Design controller, sky130hd; sources not shown.
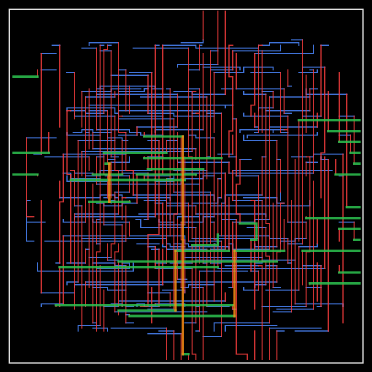
**Above:** run 1 (routed metal, one colour a layer).
Scale: 8 px per um.
- green: M3 (wire length 221 um)
- orange: M4 (wire length 47.6 um)
- blue: M1 (wire length 1060 um)
- red: M2 (wire length 1520 um)
global-route usage over all layers: 27.2%
WL/cell: 19.2 um
final WL: 2850 um
vias: 822

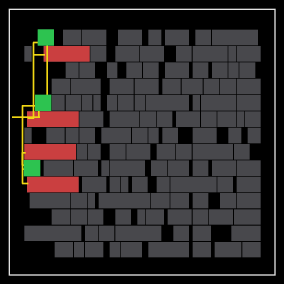
**Above:** run 1 (clock network drawn from the DEF).
Scale: 6 px per um.
- green: clock-net drivers (count 3)
- yellow: clock wires (length 58.5 um)
- red: flip-flops (count 4)
- routed clock nets: 4
Clk. pwr: 0.147 mW
Clock power frac: 28.8%
clk_lat worst skew: 0.23 ns

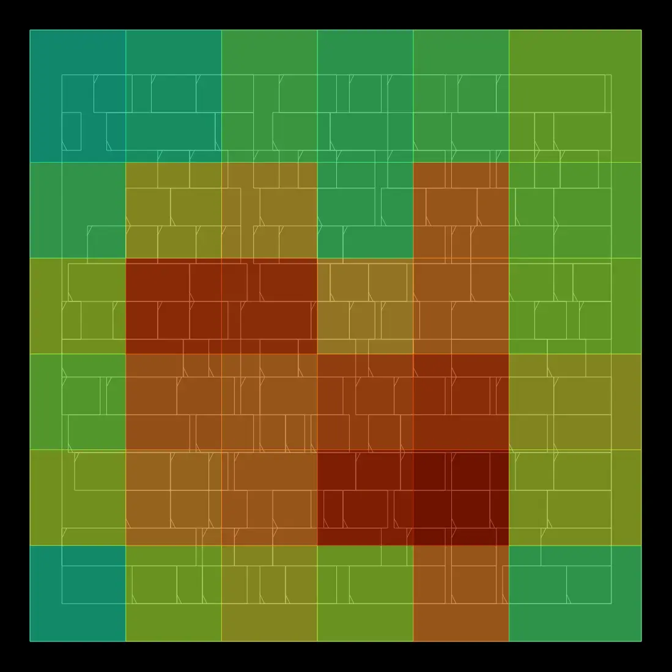
**Above:** run 1 (track usage over the die).
GRT Max-Usage Layer: met2
M1 GR Usage: 33.0%
met2 Use GR: 46.2%
M3 GR Usage: 6.12%

==> reports/metrics.csv, run 1 <==
stage;metric;value;unit
run_status;outcome;finished, violations left;
run_status;failing checks;setup timing;
hold_path;HP Class;input pin to flip-flop;
logic_synthesis;Syn Area/Cell;6.90;um^2
logic_synthesis;Async SR Flop Fraction;0;%
critical_path;cell repeated most along the worst path;buf_6;
pwr;total power;0.510;mW
clock_tree;CTS Sinks;4;
pwr;Sw Share;33.7;%
clock_tree;CTS buffer count;3;
logic_synthesis;post-synthesis cell type count;30;
placed_design;Placement Cell Area;1060;um^2
sta;Setup-failing EPs final;15;
pwr;comb pwr;0.227;mW
logic_synthesis;Post-Synthesis Cells;72;
sta;Final Hold Violating Endpoints;0;
clock_tree;CTS Buffer Depth;2;
routing;DRC viols;0;
critical_path;Critical Path RT;0.93;ns
global_route;first-pass GRT wire length;3810;um
sta;Worst Slack Setup Final;-0.497;ns
finish;Non-clock buffer share;43.5;%
sta;setup TNS;-5.79;ns
floorplan;Die Size;1940;um^2
logic_synthesis;Synth Cell Area;497;um^2
finish;largest class;logic gates;
finish;Comb gates;57;
critical_path;Worst path top cell family by delay;flip-flops;
critical_path;buffers and inverters on the worst path;3;
logic_synthesis;sequential area share after synthesis;16.1;%
finish;clk tree area frac;1.73;%
critical_path;crit path cell chain;buf_6 > buf_6 > xor2_1 > and3_1 > buf_6;
critical_path;critical path launch point type;flip-flop;
hold_path;hold depth;4;
finish;Comb/total area;45.2;%
floorplan;fp util;33.0;%
critical_path;crit end category;output port;
critical_path;crit-path max cell delay;0.40;ns
pwr;Internal Power;0.338;mW
finish;fin util;86.5;%
finish;Final Non-Filler Cells;148;
finish;Fillers;72;
sta;Final min period;1.80;ns
finish;max FFs per register;4;
## run 1: synth_stat cells, drive strengths merged (2+ instances only)
master and instances:
nand3b 2, nand2b 4, buf 7, nor3 3, o21bai 2, inv 3, a21oi 8, xor2 2
nor2 5, nor3b 2, nor2b 4, nor4 4, clkbuf 2, nand2 5, and3 2, dfxtp 4
o21ai 3
## run 1: metal layers
| layer | wire length [um] | track usage [%] | vias to the layer above |
|---|---|---|---|
| met5 | 0 | 0 | - |
| met4 | 47 | 10.9 | 0 |
| met3 | 221 | 6.12 | 8 |
| li1 | - | - | 370 |
| met2 | 1520 | 46.2 | 49 |
| met1 | 1060 | 33.0 | 395 |
## run 1: cells by family after synthesis
logic type	synth area share [%]
simple gates	42.8
compound gates	22.2
buf+inv	14.6
flops	16.1
xor+xnor	3.53
other cells	0.755
==> run 2: changes to the inputs <==
- ABC_AREA: unset -> 1
==> run 2 against run 1 <==
Effect of this change: the run still ends with setup timing left; critical path depth rose by 2; highest routed layer unchanged; sequential share of layout area barely moved; register-to-register slack got worse by 0.11 ns; largest cell class is now buffers.
==> reports/metrics.csv, run 2 <==
stage;metric;value;unit
run_status;outcome;finished, violations left;
run_status;failing checks;setup timing;
critical_path;crit path cell chain;buf_4 > nor2_4 > inv_1 > nor2_2 > nand2_1 > o21ai_1 > buf_4;
logic_synthesis;sequential area share after synthesis;16.1;%
clock_tree;clk_lat worst skew;0.23;ns
critical_path;Critical Path RT;0.93;ns
critical_path;buffers and inverters on the worst path;3;
logic_synthesis;Logic family by area;simple AND/OR/NAND/NOR gates;
logic_synthesis;Post-Synthesis Cells;91;
hold_path;HP Class;input pin to flip-flop;
sta;Setup-failing EPs final;18;
logic_synthesis;Adders+Majority by Area;0;%
logic_synthesis;Mux area share;0;%
sta;Final Hold Violating Endpoints;0;
pwr;Clock power frac;31.8;%
logic_synthesis;post-synthesis cell type count;24;
logic_synthesis;Async SR Flop Fraction;0;%
logic_synthesis;top cells by count, synth;21 x nor2_1, 13 x inv_1, 12 x nand2_1;
sta;Worst Slack Setup Final;-0.468;ns
pwr;Sw Share;32.9;%
clock_tree;CTS Sinks;4;
finish;max FFs per register;4;
global_route;first-pass GRT wire length;2990;um
critical_path;cell repeated most along the worst path;buf_4;
routing;vias;825;
pwr;total power;0.486;mW
logic_synthesis;Synth top cell by count;nor2_1;
sta;setup TNS;-5.40;ns
global_route;M1 GR Usage;20.6;%
logic_synthesis;Syn Area/Cell;5.46;um^2
routing;DRC viols;0;
routing;met2 WL;1240;um
sta;Final min period;1.77;ns
global_route;met2 Use GR;40.9;%
global_route;global-route usage over all layers;20.0;%
routing;final WL;2260;um
finish;fin util;81.7;%
pwr;comb pwr;0.200;mW
clock_tree;CTS Buffer Depth;2;
logic_synthesis;Post-Synth AOI/OAI Area;14.1;%
critical_path;crit end category;output port;
global_route;M3 GR Usage;0.816;%
floorplan;Die Size;1940;um^2
==> run 2: cell types whose count changed in the layout (fill, tap and decap cells not counted), sizes merged, moves of 4 or more <==
cell | previous run | this run
nor2 | 5 | 25
nor4 | 4 | 0
clkbuf | 7 | 3
clkdlybuf4s50 | 0 | 6
nand2b | 4 | 0
nor2b | 4 | 0
inv | 3 | 18
nand3 | 0 | 7
a21oi | 8 | 2
o21ai | 3 | 7
nand2 | 5 | 14
==> run 2: final cells by class <==
| class | instances | area, um^2 |
|---|---|---|
| Clock buffer | 3 | 22.5 |
| Fill cell | 92 | 275 |
| Inverter | 18 | 70.1 |
| Multi-Input combinational cell | 66 | 487 |
| Sequential cell | 4 | 87.6 |
| Tap cell | 16 | 20.0 |
| Timing Repair Buffer | 61 | 544 |
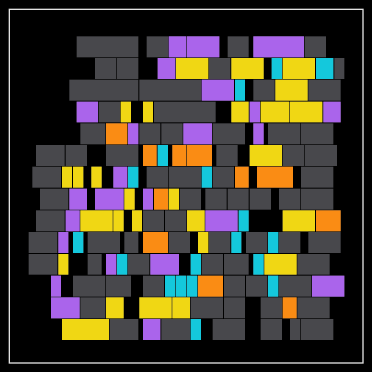
**Above:** run 2 (selected gate families).
Scale: 8 px per um.
- purple: nand cells (cells 24)
- cyan: inv cells (cells 18)
- yellow: nor cells (cells 27; where spread over the die)
- orange: aoi and oai cells (cells 11; where centre)
Comb/total area: 39.5%
Final Non-Filler Cells: 168
most numerous logic cell after layout: buf_4

Power is estimated from default activity; no workload was simulated.
